`src/rtl/clip_transport_ctrl_pkg.sv`:
```
`default_nettype none
// ============================================================================
// Module      : clip_transport_ctrl_pkg
// Description : Shared types and constants for the clip transport controller:
//               FSM state encoding, mode output codes, seconds saturation.
// Revision    : 1.0 - initial release
// ============================================================================
package clip_transport_ctrl_pkg;

   typedef enum logic [1:0] {
      ST_IDLE   = 2'd0,
      ST_RECORD = 2'd1,
      ST_PLAY   = 2'd2
   } state_t;

   localparam logic [1:0] c_MODE_IDLE   = 2'b00;
   localparam logic [1:0] c_MODE_RECORD = 2'b01;
   localparam logic [1:0] c_MODE_PLAY   = 2'b10;

   // Seconds display tops out at a single decimal digit
   localparam logic [3:0] c_COUNT_MAX = 4'd9;

   function automatic logic [1:0] mode_of(input state_t st);
      case (st)
         ST_RECORD: mode_of = c_MODE_RECORD;
         ST_PLAY:   mode_of = c_MODE_PLAY;
         default:   mode_of = c_MODE_IDLE;
      endcase
   endfunction

   function automatic logic [3:0] sat_inc(input logic [3:0] v);
      sat_inc = (v >= c_COUNT_MAX) ? c_COUNT_MAX : v + 4'd1;
   endfunction

endpackage
`default_nettype wire

```
`src/rtl/clip_transport_ctrl_btn_edge_det.sv`:
```
`default_nettype none
// ============================================================================
// Module      : btn_edge_det
// Description : Rising-edge detector for a debounced button level. Edges are
//               suppressed during the first cycle after reset so a button
//               held through reset release does not fire.
// Revision    : 1.0 - initial release
// ============================================================================
module btn_edge_det (
   input  logic clock,
   input  logic reset,
   input  logic btn,
   output logic rise
);

   logic r_prev;
   logic r_armed;

   // History of the button level plus a one-shot arm flag after reset
   always_ff @(posedge clock or posedge reset) begin
      if (reset) begin
         r_prev  <= 1'b0;
         r_armed <= 1'b0;
      end else begin
         r_prev  <= btn;
         r_armed <= 1'b1;
      end
   end

   assign rise = btn & ~r_prev & r_armed;

endmodule
`default_nettype wire

```
`src/rtl/clip_transport_ctrl.sv`:
```
`default_nettype none
// ============================================================================
// Module      : clip_transport_ctrl
// Description : Two-clip record/play transport. Drives clip memory strobes
//               on sample_tick, tracks per-clip lengths and an elapsed
//               seconds counter (0..9) for display.
// Revision    : 1.0 - initial release
// ============================================================================
module clip_transport_ctrl
   import clip_transport_ctrl_pkg::*;
#(
   parameter int ADDR_W          = 16,
   parameter int SAMPLES_PER_SEC = 8000
) (
   input  logic              clock,
   input  logic              reset,
   input  logic              btn_record,
   input  logic              btn_play,
   input  logic              btn_stop,
   input  logic              switch0,
   input  logic              switch1,
   input  logic              sample_tick,
   output logic              mem_we,
   output logic              mem_re,
   output logic [ADDR_W:0]   mem_addr,
   output logic [1:0]        mode,
   output logic              active_clip,
   output logic [3:0]        count
);

   localparam int                c_PW          = (SAMPLES_PER_SEC > 1) ? $clog2(SAMPLES_PER_SEC) : 1;
   localparam logic [c_PW-1:0]   c_PRESC_LAST  = c_PW'(SAMPLES_PER_SEC - 1);
   localparam logic [c_PW-1:0]   c_PRESC_ONE   = c_PW'(1);
   localparam logic [ADDR_W-1:0] c_INDEX_LAST  = '1;
   localparam logic [ADDR_W-1:0] c_INDEX_ONE   = ADDR_W'(1);
   localparam logic [ADDR_W:0]   c_LEN_ONE     = (ADDR_W+1)'(1);

   logic w_rec_edge, w_play_edge, w_stop_edge;

   btn_edge_det u_det_record (.clock(clock), .reset(reset), .btn(btn_record), .rise(w_rec_edge));
   btn_edge_det u_det_play   (.clock(clock), .reset(reset), .btn(btn_play),   .rise(w_play_edge));
   btn_edge_det u_det_stop   (.clock(clock), .reset(reset), .btn(btn_stop),   .rise(w_stop_edge));

   state_t            r_state, w_state_next;
   logic [ADDR_W-1:0] r_index;
   logic [ADDR_W:0]   r_clip_len [2];
   logic [c_PW-1:0]   r_presc;
   logic [3:0]        r_count;
   logic              r_active;
   logic [1:0]        r_mode;

   logic              w_start_rec, w_start_play, w_leave_rec, w_write, w_read;
   logic [ADDR_W:0]   w_play_last;
   logic [ADDR_W:0]   w_len_new;

   assign w_play_last = r_clip_len[r_active] - c_LEN_ONE;
   // Writes performed so far, including a write happening this cycle
   assign w_len_new   = {1'b0, r_index} + (w_write ? c_LEN_ONE : '0);

   // Next-state and per-cycle strobes; stop outranks every other event
   always_comb begin
      w_state_next = r_state;
      w_start_rec  = 1'b0;
      w_start_play = 1'b0;
      w_leave_rec  = 1'b0;
      w_write      = 1'b0;
      w_read       = 1'b0;
      case (r_state)
         ST_IDLE: begin
            if (w_rec_edge) begin
               w_state_next = ST_RECORD;
               w_start_rec  = 1'b1;
            end else if (w_play_edge && (r_clip_len[switch1] != '0)) begin
               w_state_next = ST_PLAY;
               w_start_play = 1'b1;
            end
         end
         ST_RECORD: begin
            if (w_stop_edge) begin
               w_state_next = ST_IDLE;
               w_leave_rec  = 1'b1;
            end else if (sample_tick) begin
               w_write = 1'b1;
               if (r_index == c_INDEX_LAST) begin
                  w_state_next = ST_IDLE;
                  w_leave_rec  = 1'b1;
               end
            end
         end
         ST_PLAY: begin
            if (w_stop_edge) begin
               w_state_next = ST_IDLE;
            end else if (sample_tick) begin
               w_read = 1'b1;
               if ({1'b0, r_index} == w_play_last) begin
                  w_state_next = ST_IDLE;
               end
            end
         end
         default: w_state_next = ST_IDLE;
      endcase
   end

   // State register with registered mode and latched clip select
   always_ff @(posedge clock or posedge reset) begin
      if (reset) begin
         r_state  <= ST_IDLE;
         r_mode   <= c_MODE_IDLE;
         r_active <= 1'b0;
      end else begin
         r_state <= w_state_next;
         r_mode  <= mode_of(w_state_next);
         if (w_start_rec) begin
            r_active <= switch0;
         end else if (w_start_play) begin
            r_active <= switch1;
         end
      end
   end

   // Sample index, seconds prescaler/counter and stored clip lengths
   always_ff @(posedge clock or posedge reset) begin
      if (reset) begin
         r_index       <= '0;
         r_presc       <= '0;
         r_count       <= '0;
         r_clip_len[0] <= '0;
         r_clip_len[1] <= '0;
      end else begin
         if (w_start_rec || w_start_play) begin
            r_index <= '0;
            r_presc <= '0;
            r_count <= '0;
         end else if (w_write || w_read) begin
            // Index parks at the last address instead of wrapping
            if (r_index != c_INDEX_LAST) begin
               r_index <= r_index + c_INDEX_ONE;
            end
            if (r_presc == c_PRESC_LAST) begin
               r_presc <= '0;
               r_count <= sat_inc(r_count);
            end else begin
               r_presc <= r_presc + c_PRESC_ONE;
            end
         end
         if (w_leave_rec) begin
            r_clip_len[r_active] <= w_len_new;
         end
      end
   end

   assign mem_we      = w_write;
   assign mem_re      = w_read;
   assign mem_addr    = {r_active, r_index};
   assign mode        = r_mode;
   assign active_clip = r_active;
   assign count       = r_count;

endmodule
`default_nettype wire

```
`config.mk`:
```
export PLATFORM = sky130hd
export DESIGN_NAME = clip_transport_ctrl
export DESIGN_NICKNAME = d
export VERILOG_FILES = /design/src/rtl/clip_transport_ctrl_pkg.sv /design/src/rtl/clip_transport_ctrl_btn_edge_det.sv /design/src/rtl/clip_transport_ctrl.sv
export SDC_FILE = /design/constraint.sdc
export NUM_CORES = 1
export LEC_CHECK = 0
export ABC_AREA = 1
export CELL_PAD_IN_SITES_DETAIL_PLACEMENT = 1
export CELL_PAD_IN_SITES_GLOBAL_PLACEMENT = 1
export CORE_MARGIN = 2
export CORE_UTILIZATION = 44
export CTS_BUF_LIST = sky130_fd_sc_hd__clkbuf_8 sky130_fd_sc_hd__clkbuf_16
export DETAILED_ROUTE_END_ITERATION = 8
export PLACE_DENSITY_LB_ADDON = 0.1
export SYNTH_ARGS = -nofsm -noshare
export SYNTH_HDL_FRONTEND = slang
export SYNTH_HIERARCHICAL = 1
export SYNTH_SLANG_ARGS = --single-unit
```
`constraint.sdc`:
```
create_clock -name clock -period 3 [get_ports clock]
set_input_delay 0.6 -clock clock [delete_from_list [all_inputs] [get_ports clock]]
set_output_delay 0.6 -clock clock [all_outputs]
set_load 0.01 [all_outputs]
```
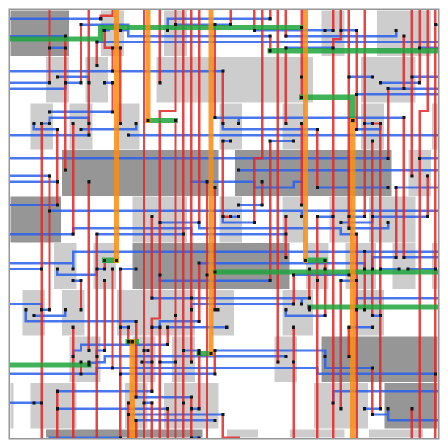
Figure 1: run 1, a small window of the routed layout.
Window x 43 to 68, y 43 to 68 µm. Cells in gray, sequential cells in the stronger gray; small squares are vias.
Key: M1 = blue; M2 = red; M4 = orange; M3 = green
43 logic cells have their middle in the window. Netlist names of flops here include `r_clip_len` (4). Sequential cells in the window: 4. Most frequent: nand2_1 (19), xor2_1 (4), dfrtp_1 (4).

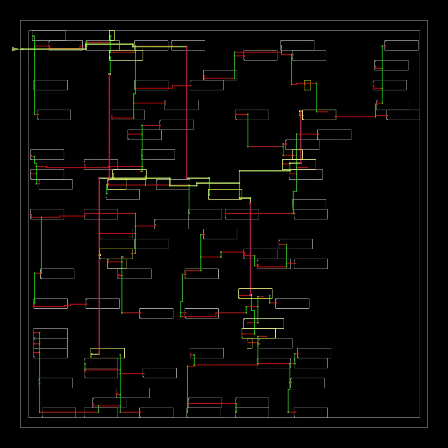
Figure 2: run 1, clock wiring as the flow saved it.
Inserted Clock Buffers: 9
clock latency at the later pin of the worst-skew pair: 340 ps
Clock group: 1.12 mW

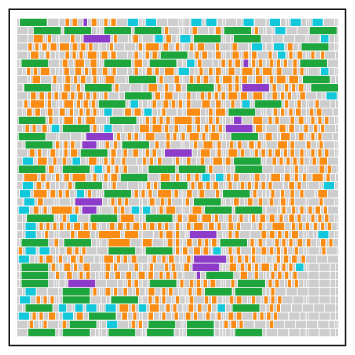
Figure 3: run 1, cell classes on the final placement.
(3 px per µm) Fill, decap, tap and diode cells in gray.
Key: remaining logic cells = orange [cells 634]; clock drivers and dummy loads = purple [cells 16]; registers = green [cells 78]; remaining buffers and delay cells = cyan [cells 58]

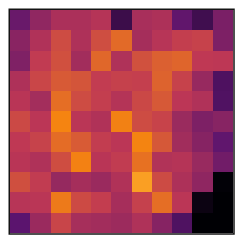
Figure 4: run 1, cell area per tile.
(2 px per µm) The die is cut into 11 by 11 equal tiles; black is low, pale yellow is high, 0 to 100% covered.
0.80% of the tiles are over 75% full. The fullest tile reaches 79%. The emptiest ninth of the die: south-east. 3.3% of the tiles are nearly empty. The mean over all tiles is 47%.

[run 1: critical path, stage by stage]
cell	delay (ps)
sky130_fd_sc_hd__clkdlybuf4s50_1	420
sky130_fd_sc_hd__nand2_1	80
sky130_fd_sc_hd__nor2_2	50
sky130_fd_sc_hd__nor2_1	90
sky130_fd_sc_hd__inv_1	50
sky130_fd_sc_hd__nor2_1	170
sky130_fd_sc_hd__buf_4	150
sky130_fd_sc_hd__clkdlybuf4s50_1	540
[run 1: state kept, by name, summed over array words and instances (netlist names)]
| register | cells |
|---|---|
| active_clip | 1 |
| count | 4 |
| mode | 2 |
| r_clip_len | 34 |
| r_index | 16 |
| r_presc | 13 |
| r_state | 2 |
| u_det_play/r_armed | 1 |
| u_det_play/r_prev | 1 |
| u_det_record/r_armed | 1 |
| u_det_record/r_prev | 1 |
| u_det_stop/r_armed | 1 |
| u_det_stop/r_prev | 1 |
[run 1: through the flow]
| step | area [µm²] | util | std cells | power, mW |
|---|---|---|---|---|
| 2_1_floorplan | 5092 | - | 728 | 3.243 |
| 3_5_place_dp | 5672 | 0.4988 | 913 | 4.119 |
| 6_report | 5987 | 0.5266 | 930 | 5.248 |
| 5_1_grt | 5984 | 0.5264 | 929 | 5.665 |
| 3_3_place_gp | 5672 | 0.4988 | 913 | 4.016 |
| 4_1_cts | 5974 | 0.5255 | 929 | 5.257 |
[run 1: power groups by stage]
stage / registers (mW) / logic [mW] / clock network [mW]
2_1_floorplan: 1.61 / 1.63 / 0
3_3_place_gp: 1.63 / 2.39 / 0
3_5_place_dp: 1.65 / 2.47 / 0
4_1_cts: 1.63 / 2.49 / 1.14
5_1_grt: 1.67 / 2.82 / 1.17
6_report: 1.63 / 2.50 / 1.12
==> results_slide.txt, run 1 <==
Synthesis and Place & Route Summary

CTS
  • Clock-pin slew on the worst setup and hold paths: approximately 60 ps
  • Clk sinks: a little under 80
  • Post-cts gate resize count: 0

Floorplan
  • Die span in y: roughly 110 µm
  • Number of well-tap cells placed: around 140
  • Top-level I/O count: 34

Global routing
  • Antenna violations before repair: 1
  • Vias in the first global route: 5,408
  • Met2 usage: 0.4736
  • Total Routing Usage GR: 0.2812
  • Pin count of the biggest net entering global routing: just over 40
  • Layer with the highest usage: met2

Timing
  • Final hold vios: 0
  • Largest clock skew in the final design: between 6 and 7 ps

Layout
  • Share of cells above drive strength 1: 0.08779
  • Seq cells: 78
  • Most used logic cell in the final layout: sky130_fd_sc_hd__nand2_1
  • Area growth, synth to finish: 17.57%

Outcome
  • Outcome: finished, final reports clean

Setup path
  • CP Data Required Time: ~2400 ps
  • Startpoint type of the worst setup path: primary input

Power and ir drop
  • Switching power of the nets: between 2 and 2.5 mW
  • Static power due to leakage: between 2 and 3 nW

Route
  • Post-route DRC: 0
  • WL met2: about 8.0 mm

Logic synthesis
  • Share of the yosys chip area belonging to registers: 0.3833
  • Post-synth top cells: 244 x sky130_fd_sc_hd__nand2_1, 78 x sky130_fd_sc_hd__dfrtp_1, 77 x sky130_fd_sc_hd__inv_1, 77 x sky130_fd_sc_hd__nor2_1, 61 x sky130_fd_sc_hd__nand3_1
  • Simple logic cell fraction of the synthesized area: 0.3629

Place
  • Post-Place Setup Slack: roughly 100 ps
==> inputs of run 2 (changes only) <==
CORE_MARGIN = 4   (was 2)
CTS_CLUSTER_SIZE = 12   (was not set)
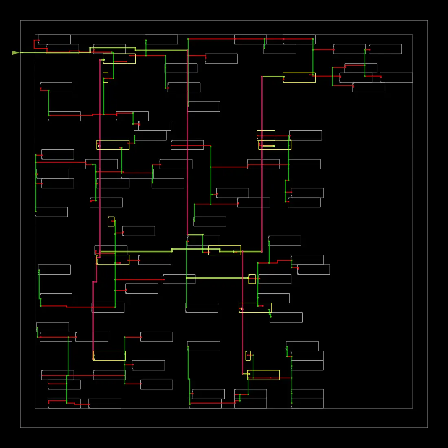
Figure 5: run 2, clock wiring as the flow saved it.
Clock group: 979 µW
CLK BUF: 10

==> results_slide.txt, run 2 <==
Synthesis and Place & Route Summary

Layout
  • Leading registers by flop count: r_clip_len: 34 flops, r_index: 16 flops, r_presc: 13 flops
  • Util after Layout: 0.5214
  • Finished Layout Cells: 925
  • Largest register FFs: 34
  • Cell area after layout: 5928 µm²
  • Total number of nets in the final design: roughly 800
  • Share of cells above drive strength 1: 0.08056
  • Area growth, synth to finish: 16.41%
  • Most used logic cell in the final layout: sky130_fd_sc_hd__nand2_1

CTS
  • Clock-pin slew on the worst setup and hold paths: 50 ps
  • Clock latency at the later pin of the worst-skew pair: between 300 and 400 ps
  • Clk sinks: ~78
  • Root Buffer: sky130_fd_sc_hd__clkbuf_16
  • Inserted Clock Buffers: 9
  • Post-cts gate resize count: 0
  • Deepest level of the CTS H-tree: 3
  • CTS tree: done

Setup path
  • Startpoint type of the worst setup path: primary input
  • CP Data Required Time: approximately 2400 ps

Logic synthesis
  • Share of the yosys chip area belonging to registers: 0.3833
  • Post-synth top cells: 244 x sky130_fd_sc_hd__nand2_1, 78 x sky130_fd_sc_hd__dfrtp_1, 77 x sky130_fd_sc_hd__inv_1, 77 x sky130_fd_sc_hd__nor2_1, 61 x sky130_fd_sc_hd__nand3_1

Floorplan
  • Top-level I/O count: 34
  • Die span in y: 115.6 µm

Timing
  • Maximum clock frequency: around 360 MHz
  • Final hold vios: 0
  • Worst hold slack: around 510 ps
  • Largest clock skew in the final design: roughly 6.6 ps

Global routing
  • Total Routing Usage GR: 0.2624
  • Antenna violations before repair: 0
  • Vias in the first global route: 5,225

Route
  • Post-route DRC: 0
  • WL met2: between 7 and 8 mm

Place
  • Placed insts: roughly 910
  • Post-Place Setup Slack: between 70 and 80 ps
  • Cell Area, Placed: 5669 µm²

Power and ir drop
  • Post-route total power: about 5 mW
  • Static power due to leakage: just under 3 nW

Outcome
  • Outcome: finished, final reports clean
run 2: worst max-delay path, cell delays in order:
cell	delay, ps
sky130_fd_sc_hd__clkdlybuf4s50_1	430
sky130_fd_sc_hd__nand2_1	80
sky130_fd_sc_hd__nor2_2	50
sky130_fd_sc_hd__nor2_1	90
sky130_fd_sc_hd__inv_1	50
sky130_fd_sc_hd__nor2_1	180
sky130_fd_sc_hd__buf_4	160
sky130_fd_sc_hd__clkdlybuf4s50_1	530
run 2: layout make-up:
class / count / area [µm²]
repair buffers: 56 / 515.5
flip-flops and latches: 78 / 1952
inverters: 83 / 314.1
clock buffers: 10 / 239.0
multi-input cells: 551 / 2711
clock inverters: 4 / 17.52
fillers: 1482 / 5441
well taps: 143 / 178.9
run 2: final timing paths:
kind,start,endpoint,slack [ps],depth (start not counted)
max,btn_stop,mem_we,230,8
min,reset,u_det_record/r_prev,510,2
max reg2reg,active_clip,mode[1],250,15
min reg2reg,r_clip_len[27],r_clip_len[27],520,2
max in group asynchronous,reset,r_clip_len[32],1830,3
min in group clock,r_clip_len[27],r_clip_len[27],520,2
run 2: cell families after synthesis:
family | Yosys count | synth area share
compound gates | 73 | 0.08059
fa+ha+maj | 8 | 0.01966
flops | 78 | 0.3833
buf+inv | 99 | 0.08427
other cells | 3 | 0.002211
xor+xnor | 39 | 0.06708
simple gates | 428 | 0.3629
run 2: metal layers:
metal	vias to the layer above	track usage
met1	2376	0.3355
met3	40	0.03499
met2	109	0.4325
met4	0	0.1401
li1	2407	-
met5	-	0
run 2: power by group:
group | internal, mW | switching, mW | total [mW]
combinational | 0.868 | 1.64 | 2.51
sequential | 1.37 | 0.247 | 1.62
clock | 0.564 | 0.415 | 0.979
total | 2.80 | 2.31 | 5.11
==> inputs of run 3 (changes only) <==
SKIP_LAST_GASP = 1   (was not set)
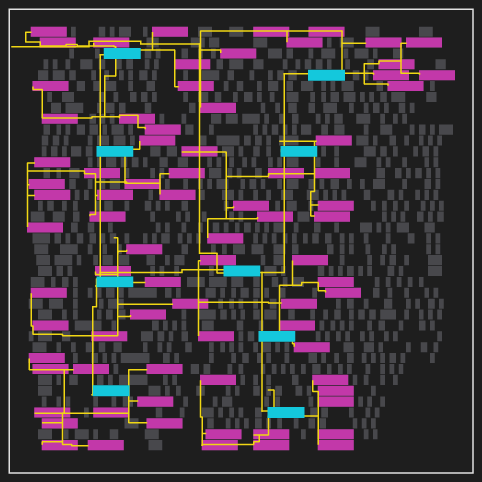
Figure 6: run 3, clock distribution.
(4 px per µm)
Key: clock wires = yellow [length 1,130 µm]; clock-net drivers = cyan [count 9]; flip-flops = magenta [count 78]
Position of the flops: widely spread.
clock latency at the later pin of the worst-skew pair: 350 ps
largest clock skew in the final design: 6.622 ps
Clk pwr share: 0.192

==> results_slide.txt, run 3 <==
Synthesis and Place & Route Summary

CTS
  • Clk sinks: 78
  • Deepest level of the CTS H-tree: 3
  • CTS tree: done
  • Inserted Clock Buffers: 9
  • Root Buffer: sky130_fd_sc_hd__clkbuf_16
  • Clock-pin slew on the worst setup and hold paths: approximately 50 ps

Layout
  • Area growth, synth to finish: 16.41%
  • Multi-input combinational gate total: between 500 and 600
  • Area used by sequential logic in the layout: ~2000 µm²
  • Cell area after layout: between 5000 and 6000 µm²
  • Multi-input gate share of the layout cell area: 0.4574
  • Seq cells: 78
  • Bufs w/o clock: between 50 and 60
  • Register with the most flip-flops: r_clip_len
  • Largest cell class: logic gates
  • Finished Layout Cells: slightly above 900
  • Non-clock buffer area fraction after layout: 0.08696
  • CLK BUF: 10
  • Total of fill cells in the finished design: approximately 1,500
  • Util after Layout: 0.5214
  • Clock-cell share of area: 0.04327
  • Area occupied by multi-input gates: between 2000 and 3000 µm²
  • Signal inverters: between 80 and 90

Setup path
  • Slowest cell on crit path: sky130_fd_sc_hd__clkdlybuf4s50_1
  • Startpoint type of the worst setup path: primary input
  • CP Data Required Time: between 2000 and 2500 ps
  • Critical-path cell list: clkdlybuf4s50_1 > nand2_1 > nor2_2 > nor2_1 > inv_1 > nor2_1 > buf_4 > clkdlybuf4s50_1
  • Count of buffer and inverter cells on the critical path: 4

Global routing
  • Antenna violations before repair: 0
  • Vias in the first global route: ~5,200
  • Total Routing Usage GR: 0.2624
  • Pin count of the biggest net entering global routing: 37

Logic synthesis
  • Multiplexer share of the synthesized area: 0
  • Top comb family, area: simple AND/OR/NAND/NOR gates
  • Fraction of the mapped netlist area in adder cells: 0.01966
  • Xor/xnor share of the synthesized area: 0.06708
  • Simple logic cell fraction of the synthesized area: 0.3629
  • Share of the yosys chip area belonging to registers: 0.3833

Timing
  • Maximum clock frequency: about 360 MHz
  • Worst hold slack: between 500 and 600 ps
  • Final hold vios: 0

Power and ir drop
  • Share of power burned in combinational logic: 0.492
  • Static power due to leakage: slightly below 3 nW
  • Switching fraction of total power: 0.4514

Place
  • Cell Area, Placed: ~5700 µm²
  • Post-Place Setup Slack: 72.93 ps

Floorplan
  • Number of well-tap cells placed: 143
  • Top-level I/O count: 34

Outcome
  • Outcome: finished, final reports clean
[run 3: cell counts after synthesis]
No cell type changed its count.
[run 3: kinds of logic (layout without fill, tap and decap cells)]
family | Yosys count | in the layout
compound gates | 73 | 73
xor+xnor | 39 | 39
fa+ha+maj | 8 | 8
buf+inv | 99 | 153
flops | 78 | 78
other cells | 3 | 3
simple gates | 428 | 428
[run 3: repair_timing]
| item | in CTS | in global routing |
|---|---|---|
| endpoints found under the hold margin | 0 | 0 |
| gates resized | 0 | 1 |
| endpoints found under the setup margin | 0 | 2 |
[run 3: metal layers]
| metal | share of wire | track usage | routed length (µm) |
|---|---|---|---|
| met1 | 0.43 | 0.3355 | 7057 |
| met5 | 0 | 0 | 0 |
| met4 | 0.040 | 0.1401 | 648 |
| met3 | 0.042 | 0.03499 | 678 |
| met2 | 0.49 | 0.4325 | 7900 |
[run 3: power by group through the flow]
stage                     Sequential, mW  Clock [mW]  Combinational [mW]
after floorplan                     1.61           0                1.63
after global placement              1.61           0                2.42
after detailed placement            1.63           0                2.50
after CTS                           1.61        1.00                2.52
after global routing                1.66        1.05                2.82
final                               1.62       0.979                2.51
[run 3: path summary, 6_finish.rpt]
kind                                      from  slack (ps)                   to  cells past startpoint
worst min register to register  r_clip_len[27]         520       r_clip_len[27]                      2
worst max-delay path                  btn_stop         230               mem_we                      8
worst max register to register     active_clip         250              mode[1]                     15
worst min-delay path                     reset         510  u_det_record/r_prev                      2
min in group clock              r_clip_len[27]         520       r_clip_len[27]                      2
max in group asynchronous                reset        1830       r_clip_len[32]                      3
Power and IR drop assume default switching activity.
